**Run 1: clock distribution**

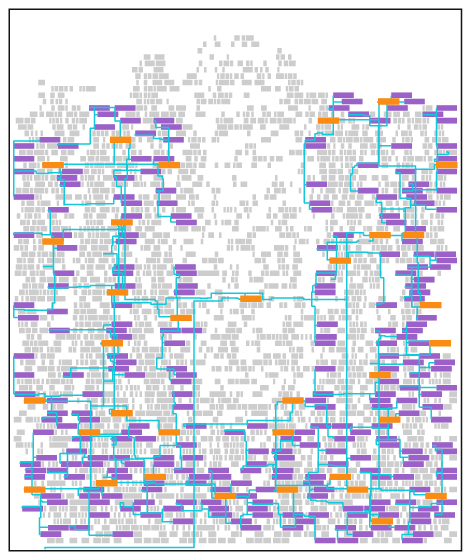
**Run 1: drive-strength map**

Scale bar: 50 microns.
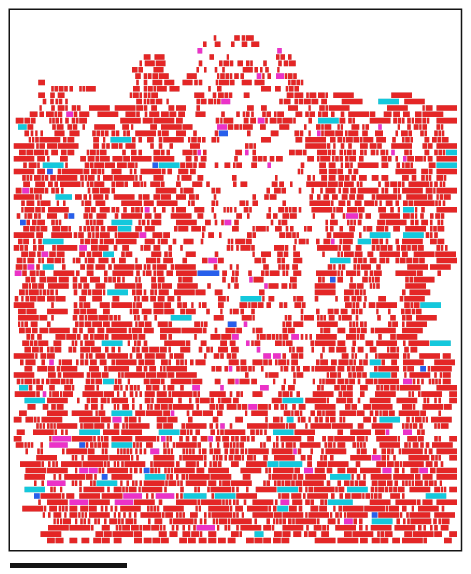
**Run 1: cell classes on the final placement**

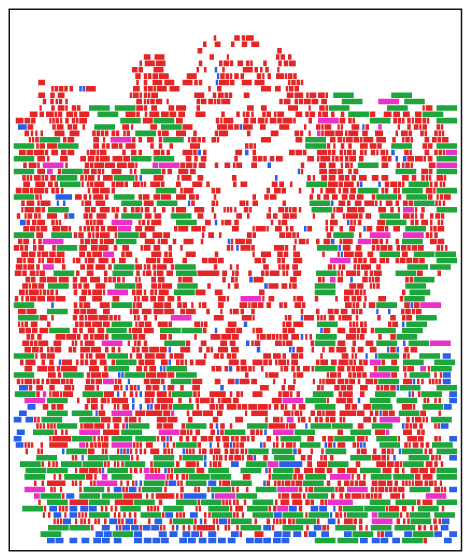
[config.mk]
export PLATFORM = sky130hd
export DESIGN_NAME = calc_seq_ctrl
export DESIGN_NICKNAME = d
export VERILOG_FILES = /design/src/rtl/calc_seq_ctrl.sv
export SDC_FILE = /design/constraint.sdc
export NUM_CORES = 1
export LEC_CHECK = 0
export CORE_ASPECT_RATIO = 1.2
export CORE_UTILIZATION = 50
export CTS_BUF_LIST = sky130_fd_sc_hd__clkbuf_4 sky130_fd_sc_hd__clkbuf_8 sky130_fd_sc_hd__clkbuf_16
export DETAILED_ROUTE_END_ITERATION = 10
export GPL_TIMING_DRIVEN = 0
export PLACE_DENSITY = 0.79
export SETUP_SLACK_MARGIN = 0.15
export SLEW_MARGIN = 15
export SYNTH_ARGS = -nofsm -noshare
export SYNTH_HDL_FRONTEND = slang
export SYNTH_SLANG_ARGS = --single-unit
[constraint.sdc]
create_clock -name clk_db -period 12.8 [get_ports clk_db]
set_input_delay 1.28 -clock clk_db [delete_from_list [all_inputs] [get_ports clk_db]]
set_output_delay 1.28 -clock clk_db [all_outputs]
set_load 0.1 [all_outputs]
[src/rtl/calc_seq_ctrl.sv]
// calc_seq_ctrl: multi-cycle signed BCD add/sub/mul/div sequencer.
// Schedule: LOAD (BCD->bin), EXEC, FIX (sign/errors), CONV (bin->BCD).
// Ports: clk_db, rst (async, active-high), start, op, a_digits, b_digits,
//   a_neg, b_neg -> busy, done, result_digits, result_neg, err_bad_digit,
//   err_div_zero, err_overflow.
// Option: define CALC_SEQ_ROUND_EN to round division half away from zero.
module calc_seq_ctrl #(
    parameter int NDIG = 7,
    parameter int BW   = 24
) (
    input  logic              clk_db,
    input  logic              rst,
    input  logic              start,
    input  logic [1:0]        op,
    input  logic [4*NDIG-1:0] a_digits,
    input  logic [4*NDIG-1:0] b_digits,
    input  logic              a_neg,
    input  logic              b_neg,
    output logic              busy,
    output logic              done,
    output logic [4*NDIG-1:0] result_digits,
    output logic              result_neg,
    output logic              err_bad_digit,
    output logic              err_div_zero,
    output logic              err_overflow
);

    localparam int DW = 4 * NDIG;
    localparam int PW = 2 * BW;
    localparam int CW = $clog2(BW + 1);
    localparam logic [PW-1:0] LIMIT = PW'(10 ** NDIG);

    localparam logic [1:0] OP_ADD = 2'd0;
    localparam logic [1:0] OP_SUB = 2'd1;
    localparam logic [1:0] OP_MUL = 2'd2;
    localparam logic [1:0] OP_DIV = 2'd3;

    typedef enum logic [2:0] {
        S_IDLE,
        S_LOAD,
        S_EXEC,
        S_FIX,
        S_CONV
    } state_t;

    state_t          state;
    logic [CW-1:0]   cnt;
    logic [1:0]      op_q;
    logic [DW-1:0]   a_cap;
    logic [DW-1:0]   b_cap;
    logic            a_sgn;
    logic            b_sgn;
    logic [BW-1:0]   acc_a;
    logic [BW-1:0]   acc_b;
    logic [PW-1:0]   prod;
    logic [BW-1:0]   rem;
    logic            bad_q;
    logic            res_sgn;
    logic [BW-1:0]   bin;
    logic [DW-1:0]   bcd;
    logic            pend_neg;
    logic            pend_bad;
    logic            pend_dz;
    logic            pend_ovf;

    // Combinational helpers
    logic [3:0]      a_dig;
    logic [3:0]      b_dig;
    logic [BW-1:0]   a_ld;
    logic [BW-1:0]   b_ld;
    logic            dig_bad;
    logic            b_eff;
    logic [BW:0]     as_mag;
    logic            as_neg;
    logic [PW-1:0]   mul_nxt;
    logic [BW:0]     trial;
    logic            q_bit;
    logic [BW-1:0]   rem_nxt;
    logic            fix_dz;
    logic [PW-1:0]   fix_mag;
    logic            fix_ovf;
    logic            fix_err;
    logic [DW-1:0]   adj;
    logic [DW-1:0]   bcd_nxt;
    logic [3:0]      nib;

    always_comb begin
        a_dig   = a_cap[4*int'(cnt) +: 4];
        b_dig   = b_cap[4*int'(cnt) +: 4];
        a_ld    = (acc_a << 3) + (acc_a << 1) + BW'(a_dig);
        b_ld    = (acc_b << 3) + (acc_b << 1) + BW'(b_dig);
        dig_bad = (a_dig > 4'd9) || (b_dig > 4'd9);
    end

    // Signed-magnitude add; subtraction flips B's sign first.
    always_comb begin
        b_eff = b_sgn ^ (op_q == OP_SUB);
        if (a_sgn == b_eff) begin
            as_mag = {1'b0, acc_a} + {1'b0, acc_b};
            as_neg = a_sgn;
        end else if (acc_a >= acc_b) begin
            as_mag = {1'b0, acc_a - acc_b};
            as_neg = a_sgn;
        end else begin
            as_mag = {1'b0, acc_b - acc_a};
            as_neg = b_eff;
        end
    end

    // Multiply consumes B MSB-first; divide shifts quotient bits into acc_a.
    always_comb begin
        mul_nxt = {prod[PW-2:0], 1'b0}
                + (acc_b[BW-1] ? PW'(acc_a) : '0);
        trial   = {rem, acc_a[BW-1]} - {1'b0, acc_b};
        q_bit   = ~trial[BW];
        rem_nxt = q_bit ? trial[BW-1:0]
                        : {rem[BW-2:0], acc_a[BW-1]};
    end

    always_comb begin
        fix_dz  = (op_q == OP_DIV) && (acc_b == '0);
        fix_mag = (op_q == OP_DIV) ? PW'(acc_a) : prod;
`ifdef CALC_SEQ_ROUND_EN
        if ((op_q == OP_DIV) && !fix_dz
            && ({rem, 1'b0} >= {1'b0, acc_b}))
            fix_mag = fix_mag + PW'(1);
`endif
        fix_ovf = fix_mag >= LIMIT;
        fix_err = bad_q || fix_dz || fix_ovf;
    end

    // Double-dabble step: add 3 to nibbles >= 5, then shift in next bit.
    always_comb begin
        adj = '0;
        nib = '0;
        for (int d = 0; d < NDIG; d++) begin
            nib = bcd[4*d +: 4];
            adj[4*d +: 4] = (nib >= 4'd5) ? nib + 4'd3 : nib;
        end
        bcd_nxt = {adj[DW-2:0], bin[BW-1]};
    end

    always_ff @(posedge clk_db or posedge rst) begin
        if (rst) begin
            state         <= S_IDLE;
            cnt           <= '0;
            op_q          <= '0;
            a_cap         <= '0;
            b_cap         <= '0;
            a_sgn         <= 1'b0;
            b_sgn         <= 1'b0;
            acc_a         <= '0;
            acc_b         <= '0;
            prod          <= '0;
            rem           <= '0;
            bad_q         <= 1'b0;
            res_sgn       <= 1'b0;
            bin           <= '0;
            bcd           <= '0;
            pend_neg      <= 1'b0;
            pend_bad      <= 1'b0;
            pend_dz       <= 1'b0;
            pend_ovf      <= 1'b0;
            busy          <= 1'b0;
            done          <= 1'b0;
            result_digits <= '0;
            result_neg    <= 1'b0;
            err_bad_digit <= 1'b0;
            err_div_zero  <= 1'b0;
            err_overflow  <= 1'b0;
        end else begin
            done <= 1'b0;
            unique case (state)
                S_IDLE: begin
                    if (start) begin
                        op_q  <= op;
                        a_cap <= a_digits;
                        b_cap <= b_digits;
                        a_sgn <= a_neg;
                        b_sgn <= b_neg;
                        acc_a <= '0;
                        acc_b <= '0;
                        prod  <= '0;
                        rem   <= '0;
                        bad_q <= 1'b0;
                        busy  <= 1'b1;
                        cnt   <= CW'(NDIG - 1);
                        state <= S_LOAD;
                    end
                end
                S_LOAD: begin
                    acc_a <= a_ld;
                    acc_b <= b_ld;
                    if (dig_bad)
                        bad_q <= 1'b1;
                    if (cnt == '0) begin
                        cnt   <= op_q[1] ? CW'(BW - 1) : '0;
                        state <= S_EXEC;
                    end else begin
                        cnt <= cnt - 1'b1;
                    end
                end
                S_EXEC: begin
                    unique case (op_q)
                        OP_ADD, OP_SUB: begin
                            prod    <= PW'(as_mag);
                            res_sgn <= as_neg;
                        end
                        OP_MUL: begin
                            prod    <= mul_nxt;
                            acc_b   <= acc_b << 1;
                            res_sgn <= a_sgn ^ b_sgn;
                        end
                        default: begin
                            // Zero divisor: iterations skipped, slot count kept.
                            if (acc_b != '0) begin
                                acc_a <= {acc_a[BW-2:0], q_bit};
                                rem   <= rem_nxt;
                            end
                            res_sgn <= a_sgn ^ b_sgn;
                        end
                    endcase
                    if (cnt == '0)
                        state <= S_FIX;
                    else
                        cnt <= cnt - 1'b1;
                end
                S_FIX: begin
                    pend_bad <= bad_q;
                    pend_dz  <= !bad_q && fix_dz;
                    pend_ovf <= !bad_q && !fix_dz && fix_ovf;
                    bin      <= fix_err ? '0 : fix_mag[BW-1:0];
                    pend_neg <= (fix_err || fix_mag == '0) ? 1'b0 : res_sgn;
                    bcd      <= '0;
                    cnt      <= CW'(BW - 1);
                    state    <= S_CONV;
                end
                S_CONV: begin
                    bcd <= bcd_nxt;
                    bin <= bin << 1;
                    if (cnt == '0) begin
                        result_digits <= bcd_nxt;
                        result_neg    <= pend_neg;
                        err_bad_digit <= pend_bad;
                        err_div_zero  <= pend_dz;
                        err_overflow  <= pend_ovf;
                        done          <= 1'b1;
                        busy          <= 1'b0;
                        state         <= S_IDLE;
                    end else begin
                        cnt <= cnt - 1'b1;
                    end
                end
                default: state <= S_IDLE;
            endcase
        end
    end

endmodule

==> impl_metrics.env, run 1 <==
# yosys + openroad results
export IMPL_fillers=3825
export IMPL_grt_pass1_vias=20900
export IMPL_p_sw_mw=4.06
export IMPL_post_cts_buffers=0
export IMPL_worst_ep_required_time_ns=13.20
export IMPL_fp_nets=2897
export IMPL_post_route_period_util=0.492
export IMPL_p_comb_mw=5.28
export IMPL_clkPwrFrac=0.127
export IMPL_n_all_inverters=124
export IMPL_netlist_top_cells_area="dfrtp_1 32%, ha_1 12%, nand2_1 7.0%, o21ai_0 4.5%, a21oi_1 4.4%"
export IMPL_chip_area_sq_mm=0.0445
export IMPL_flop_area_sq_mm=0.00701
export IMPL_ys_flops=280
export IMPL_worst_ep_arrival_time_ns=6.70
export IMPL_rows=83
export IMPL_largest_reg_flops=48
export IMPL_grt_util_met3=0.0363
export IMPL_fin_nets=3031
export IMPL_overflow=0
export IMPL_drc=8
export IMPL_n_all_buffers=221
export IMPL_tns_ns=0
export IMPL_outcome="finished, violations left"
export IMPL_nonClkBufAreaFrac=0.0622
export IMPL_seq_share=0.284
export IMPL_lay_top_count="nand2_1"
export IMPL_crit_cells=19
export IMPL_synth_cellmix_simpleShare=0.181
export IMPL_routed_wl_mm=72.4
export IMPL_violations="design-rule violations"
export IMPL_drt_met1_wl_mm=29.7
export IMPL_relSlewSlack=0.187
export IMPL_insertedDiodeCount=0
export IMPL_hpwl_mm=55.6
export IMPL_grt_max_degree=108
export IMPL_reg2reg_from="cnt[0]$_DFFE_PP0P_"
export IMPL_grt_use_total=0.327
export IMPL_highest_layer="met4"
export IMPL_worst_slew_pin_slew_ns=1.21
## Picture notes: 'clock distribution'
[flip-flops] purple | count: 280
[clock wires] cyan | length: 4040 microns
[clock-net drivers] orange | count: 34
flops lie	spread over the die
routed clock nets	35

## Picture notes: 'drive-strength map'
size	colour	cells
x1 and smaller	red	2631
x6 and larger	cyan	53
x2	magenta	69
x3 and x4	blue	14

## Picture notes: 'cell classes on the final placement'
class	colour	cells	share of their area
registers	green	280	29%
remaining logic cells	red	2205	60%
clock drivers and dummy loads	magenta	61	4.8%
remaining buffers and delay cells	blue	221	6.4%

==> run 1 -> run 2 <==
--- a/config.mk
+++ b/config.mk
@@ -10,7 +10,7 @@
 export CTS_BUF_LIST = sky130_fd_sc_hd__clkbuf_4 sky130_fd_sc_hd__clkbuf_8 sky130_fd_sc_hd__clkbuf_16
 export DETAILED_ROUTE_END_ITERATION = 10
 export GPL_TIMING_DRIVEN = 0
-export PLACE_DENSITY = 0.79
+export PLACE_DENSITY = 0.81
 export SETUP_SLACK_MARGIN = 0.15
 export SLEW_MARGIN = 15
 export SYNTH_ARGS = -nofsm -noshare
==> constraint.sdc (replaced) <==
create_clock -name clk_db -period 5.6 [get_ports clk_db]
set_input_delay 0.56 -clock clk_db [delete_from_list [all_inputs] [get_ports clk_db]]
set_output_delay 0.56 -clock clk_db [all_outputs]
set_load 0.1 [all_outputs]
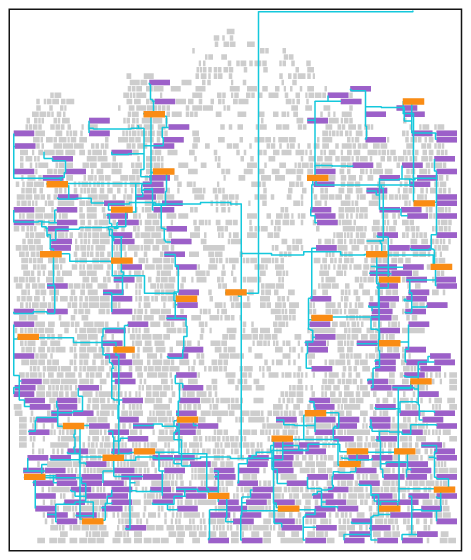
**Above:** run 2 (clock distribution).
[clock-net drivers] orange | count: 34
[clock wires] cyan | length: 3970 microns
[flip-flops] purple | count: 280
flops lie	spread over the die

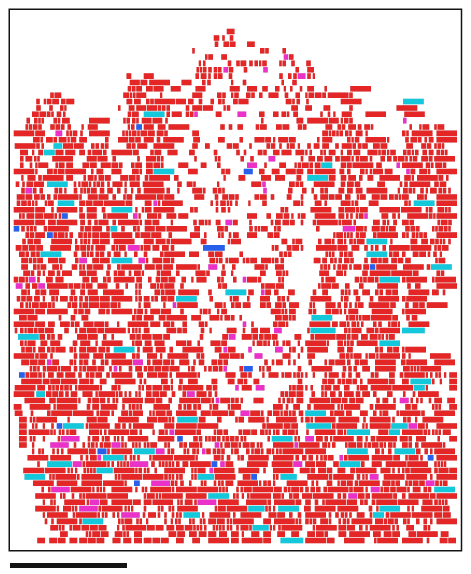
**Above:** run 2 (drive-strength map).
Scale bar: 50 microns.
size	colour	cells
x2	magenta	74
x3 and x4	blue	16
x6 and larger	cyan	57
x1 and smaller	red	2624

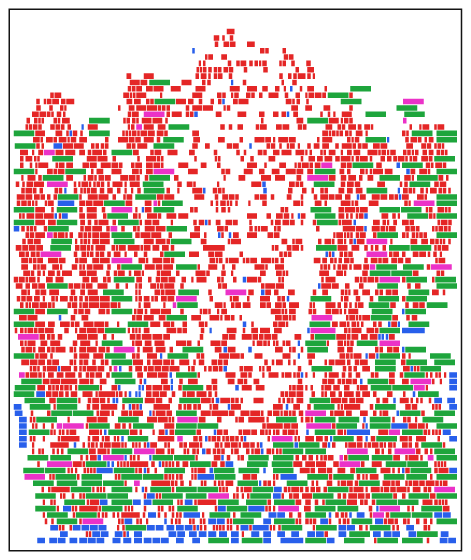
**Above:** run 2 (cell classes on the final placement).
class	colour	cells	share of their area
registers	green	280	29%
remaining logic cells	red	2205	59%
remaining buffers and delay cells	blue	229	7.1%
clock drivers and dummy loads	magenta	57	4.7%

==> run 2 against run 1 <==
Against the previous run:
- the flow still finishes with violations (design-rule violations)
- clock power grew 130%
- routed wire length shrank 0.10%
- clock skew grew 0.0073 ns
- maximum frequency grew 21%
- critical endpoint unchanged
- highest routed layer unchanged
==> impl_metrics.env, run 2 <==
# yosys + openroad results
export IMPL_grt_use_total=0.326
export IMPL_worst_slew_pin_slew_ns=1.09
export IMPL_nonClkBufAreaFrac=0.0686
export IMPL_grt_pass1_vias=21000
export IMPL_grt_max_degree=35
export IMPL_worst_ep_required_time_ns=6.00
export IMPL_outcome="finished, violations left"
export IMPL_flop_area_sq_mm=0.00701
export IMPL_n_all_inverters=124
export IMPL_antenna_found_initial=0
export IMPL_switching_share=0.516
export IMPL_chip_area_sq_mm=0.0445
export IMPL_rows=83
export IMPL_insertedDiodeCount=0
export IMPL_lay_top_count="nand2_1"
export IMPL_reg2reg_from="cnt[2]$_DFFE_PP0P_"
export IMPL_fin_nets=3039
export IMPL_synth_cellmix_simpleShare=0.181
export IMPL_crit_cells=20
export IMPL_report_power_total_mw=17.9
export IMPL_most_common_layout_cells="407 x nand2_1, 280 x dfrtp_1, 217 x ha_1"
export IMPL_worst_ep_arrival_time_ns=5.61
export IMPL_num_io_pins=97
export IMPL_tns_ns=0
export IMPL_relSlewSlack=0.266
export IMPL_violations="design-rule violations"
export IMPL_ys_flops=280
export IMPL_path_common_cell="nor2_1"
export IMPL_drc=2
export IMPL_endpoint="acc_a[20]$_DFFE_PP0P_"
export IMPL_highest_layer="met4"
export IMPL_grt_util_met3=0.0521
export IMPL_drt_met1_wl_mm=29.7
export IMPL_fillers=3792
export IMPL_n_all_buffers=229
export IMPL_post_cts_buffers=0
No activity file was given, so power comes from the tool's default toggle rates.
